File: src/rtl/piccolo_f_sched_pkg.sv
// Shared Piccolo F-function types, constants and GF(2^4) helpers.
// Latency: n/a (package only).
// Backpressure: n/a.
package piccolo_f_sched_pkg;

    localparam int NIB  = 4;
    localparam int NNIB = 4;

    // Reduction term for x^4+x+1 after the x^4 carry is dropped
    localparam logic [NIB-1:0] GF_RED = 4'h3;

    // Diffusion matrix M, row-major, row 0 produces nibble 0 (MSB nibble)
    localparam logic [NIB-1:0] M_COEF [NNIB][NNIB] = '{
        '{4'd2, 4'd3, 4'd1, 4'd1},
        '{4'd1, 4'd2, 4'd3, 4'd1},
        '{4'd1, 4'd1, 4'd2, 4'd3},
        '{4'd3, 4'd1, 4'd1, 4'd2}
    };

    typedef enum logic [2:0] {
        IDLE = 3'd0,
        S1   = 3'd1,
        MIX  = 3'd2,
        S2   = 3'd3,
        DONE = 3'd4
    } state_t;

    function automatic logic [NIB-1:0] gf_xtime(input logic [NIB-1:0] x);
        logic [NIB-1:0] r;
        r = {x[NIB-2:0], 1'b0};
        if (x[NIB-1]) r = r ^ GF_RED;
        return r;
    endfunction

    function automatic logic [NIB-1:0] gf_mul2(input logic [NIB-1:0] x);
        return gf_xtime(x);
    endfunction

    function automatic logic [NIB-1:0] gf_mul3(input logic [NIB-1:0] x);
        return gf_xtime(x) ^ x;
    endfunction

    // Multiply by one of the small coefficients that appear in M
    function automatic logic [NIB-1:0] gf_mul_coef(input logic [NIB-1:0] c,
                                                   input logic [NIB-1:0] x);
        logic [NIB-1:0] r;
        case (c)
            4'd1:    r = x;
            4'd2:    r = gf_mul2(x);
            4'd3:    r = gf_mul3(x);
            default: r = '0;
        endcase
        return r;
    endfunction

endpackage

File: src/rtl/piccolo_f_sched_sbox4.sv
// Piccolo 4-bit S-box.
// Latency: combinational, zero cycles.
// Backpressure: none, pure lookup.
module piccolo_f_sched_sbox4
    import piccolo_f_sched_pkg::*;
(
    input  logic [NIB-1:0] sbox_in,
    output logic [NIB-1:0] sbox_out
);

    // Table lookup
    always_comb begin
        sbox_out = 4'h0;
        case (sbox_in)
            4'h0: sbox_out = 4'he;
            4'h1: sbox_out = 4'h4;
            4'h2: sbox_out = 4'hb;
            4'h3: sbox_out = 4'h2;
            4'h4: sbox_out = 4'h3;
            4'h5: sbox_out = 4'h8;
            4'h6: sbox_out = 4'h0;
            4'h7: sbox_out = 4'h9;
            4'h8: sbox_out = 4'h1;
            4'h9: sbox_out = 4'ha;
            4'ha: sbox_out = 4'h7;
            4'hb: sbox_out = 4'hf;
            4'hc: sbox_out = 4'h6;
            4'hd: sbox_out = 4'hc;
            4'he: sbox_out = 4'h5;
            4'hf: sbox_out = 4'hd;
            default: sbox_out = 4'h0;
        endcase
    end

endmodule

File: src/rtl/piccolo_f_sched.sv
// Piccolo F-function (S, M, S) over one 16-bit word with a single shared S-box, one nibble per cycle.
// Latency: out_valid in the 10th cycle after accept (5th for S-layer only); one word per 11 cycles (6).
// Backpressure: result held in DONE until out_ready; in_ready only in IDLE, no overlap of words.
module piccolo_f_sched
    import piccolo_f_sched_pkg::*;
(
    input  logic                clk,
    input  logic                rst,
    input  logic                in_valid,
    output logic                in_ready,
    input  logic [NNIB*NIB-1:0] in_data,
    input  logic                in_sonly,
    output logic                out_valid,
    input  logic                out_ready,
    output logic [NNIB*NIB-1:0] out_data
);

    state_t              state, state_nxt;
    logic [1:0]          cnt;
    logic [NNIB*NIB-1:0] work;
    logic                sonly;
    logic [1:0]          sel;
    logic [NIB-1:0]      sbox_in, sbox_out;
    logic [NNIB*NIB-1:0] mix_out;
    logic                sub_act;

    assign sub_act   = (state == S1) || (state == S2);
    assign in_ready  = (state == IDLE);
    assign out_valid = (state == DONE);
    // work is cleared on reset, and gating keeps intermediate values off the bus
    assign out_data  = out_valid ? work : '0;

    // Shared S-box select: parked on nibble 0 outside the substitution states
    assign sel = sub_act ? cnt : 2'd0;

    // Nibble mux into the S-box, MSB nibble is index 0
    always_comb begin
        sbox_in = work[15:12];
        case (sel)
            2'd0: sbox_in = work[15:12];
            2'd1: sbox_in = work[11:8];
            2'd2: sbox_in = work[7:4];
            2'd3: sbox_in = work[3:0];
            default: sbox_in = work[15:12];
        endcase
    end

    piccolo_f_sched_sbox4 u_sbox (
        .sbox_in  (sbox_in),
        .sbox_out (sbox_out)
    );

    // Diffusion layer: work = M * work over GF(2^4)
    always_comb begin
        mix_out = '0;
        for (int r = 0; r < NNIB; r++) begin
            for (int c = 0; c < NNIB; c++) begin
                mix_out[(NNIB-1-r)*NIB +: NIB] = mix_out[(NNIB-1-r)*NIB +: NIB]
                    ^ gf_mul_coef(M_COEF[r][c], work[(NNIB-1-c)*NIB +: NIB]);
            end
        end
    end

    // Next-state logic
    always_comb begin
        state_nxt = state;
        case (state)
            IDLE: if (in_valid) state_nxt = S1;
            S1:   if (cnt == 2'd3) state_nxt = sonly ? DONE : MIX;
            MIX:  state_nxt = S2;
            S2:   if (cnt == 2'd3) state_nxt = DONE;
            DONE: if (out_ready) state_nxt = IDLE;
            default: state_nxt = IDLE;
        endcase
    end

    // State register
    always_ff @(posedge clk) begin
        if (rst) state <= IDLE;
        else     state <= state_nxt;
    end

    // Datapath: capture, per-nibble substitution, mix, nibble counter
    always_ff @(posedge clk) begin
        if (rst) begin
            cnt   <= 2'd0;
            work  <= '0;
            sonly <= 1'b0;
        end else begin
            case (state)
                IDLE: if (in_valid) begin
                    work  <= in_data;
                    sonly <= in_sonly;
                    cnt   <= 2'd0;
                end
                S1, S2: begin
                    case (sel)
                        2'd0: work[15:12] <= sbox_out;
                        2'd1: work[11:8]  <= sbox_out;
                        2'd2: work[7:4]   <= sbox_out;
                        2'd3: work[3:0]   <= sbox_out;
                        default: work[15:12] <= sbox_out;
                    endcase
                    cnt <= cnt + 2'd1;
                end
                MIX: work <= mix_out;
                default: ;
            endcase
        end
    end

endmodule

File: config.mk
export PLATFORM = sky130hd
export DESIGN_NAME = piccolo_f_sched
export DESIGN_NICKNAME = d
export VERILOG_FILES = /design/src/rtl/piccolo_f_sched_pkg.sv /design/src/rtl/piccolo_f_sched_sbox4.sv /design/src/rtl/piccolo_f_sched.sv
export SDC_FILE = /design/constraint.sdc
export NUM_CORES = 1
export LEC_CHECK = 0
export ABC_AREA = 1
export ABC_CLOCK_PERIOD_IN_PS = 1600
export CAP_MARGIN = 25
export CORE_ASPECT_RATIO = 1.4
export CORE_MARGIN = 1.5
export CORE_UTILIZATION = 30
export CTS_CLUSTER_SIZE = 30
export DETAILED_ROUTE_END_ITERATION = 6
export GPL_ROUTABILITY_DRIVEN = 0
export MAX_ROUTING_LAYER = met4
export PLACE_DENSITY = 0.58
export SYNTH_ARGS = -nofsm -noshare
export SYNTH_HDL_FRONTEND = slang
export SYNTH_SLANG_ARGS = --single-unit
File: constraint.sdc
create_clock -name clk -period 1.6 [get_ports clk]
set_clock_uncertainty 0.2 [all_clocks]
set_input_delay 0.4 -clock clk [delete_from_list [all_inputs] [get_ports clk]]
set_output_delay 0.4 -clock clk [all_outputs]
set_load 0.01 [all_outputs]
### Routing congestion map

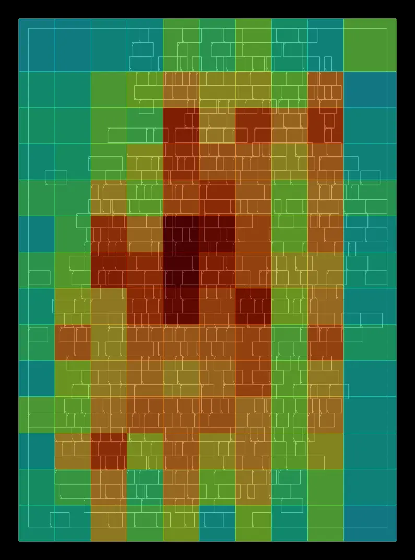
final core occ: 55.5%
All-Layer GR Usage: 22.1%

### Metal 3

Drawn at 3 px/um.
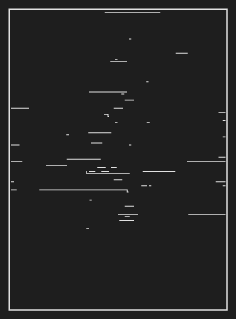
nets with wire on the layer: 36
wire length on this layer: 211 um
longest straight run: 29.2 um
share of all routed wire: 2.8%

### The metal 2 layer

Drawn at 3 px/um.
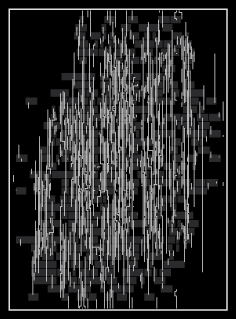
wire length on this layer: 4090 um
nets with wire on the layer: 392
longest straight run: 67.0 um

==> Slide: Implementation Results <==
Synthesis and Place & Route Summary

Yosys
  • Ys cells: 324
  • Count of state elements after synthesis: 22
  • Synth top cell by count: nand2_1
  • Xor+xnor area frac: 19.7%

Route
  • Total number of vias: 2483

Power and ir drop
  • Net switching fraction of the power: 50.3%

Floorplan
  • Die Span X: 72.1 um
  • Row count: 35

Layout
  • Flop share of the area: 12.5%
  • Invs w/o clock: 51
  • Fraction of area in multi-input gates: 48.9%
  • Nets: 452
  • Most common logic cells in the final layout: 67 x buf_4, 37 x inv_1, 32 x nand2_1

Min path
  • Hold Path Stages: 2

Worst setup path
  • Buf/Inv on CP: 4
  • Critical path startpoint category: register
  • CP Max Fanout: 7
  • Setup crit start: state[0]$_SDFFE_PP0P_
  • Crit path max-delay family: buffers and inverters
  • Critical path type: reg2out

STA
  • Final Setup Violations: 36
  • Setup WS post-layout: -0.397 ns

Flow run
  • Max Cap Violations: 0

Global routing
  • Largest net degree at the start of global routing: 17

Outcome
  • Outcome: finished, violations left
  • Failing checks: setup timing

Placement
  • Port bufs: 38

Clocking
  • Latency at later pin: 0.27 ns
  • Clock tree buffer depth: 2
  • Clk pin slew, worst setup/hold paths: 0.10 ns
==> flip-flops by register name, summed over array words and instances (netlist names) <==
name,cells
work,16
cnt,2
state,3
sonly,1
==> metal layers <==
| metal | part of all wire [%] | vias to the layer above |
|---|---|---|
| li1 | - | 1247 |
| met1 | 40 | 1150 |
| met4 | 3.8 | 0 |
| met3 | 2.7 | 22 |
| met2 | 53 | 64 |
| met5 | 0 | - |
==> what timing repair did <==
action                                 4_1_cts  5_1_grt
pin swaps                                    9       24
setup buffers                                7       11
gates resized                              145       49
setup endpoints to repair                   36       38
endpoints found under the hold margin        0        0
cloned                                       1        0
Power is estimated from default activity; no workload was simulated.
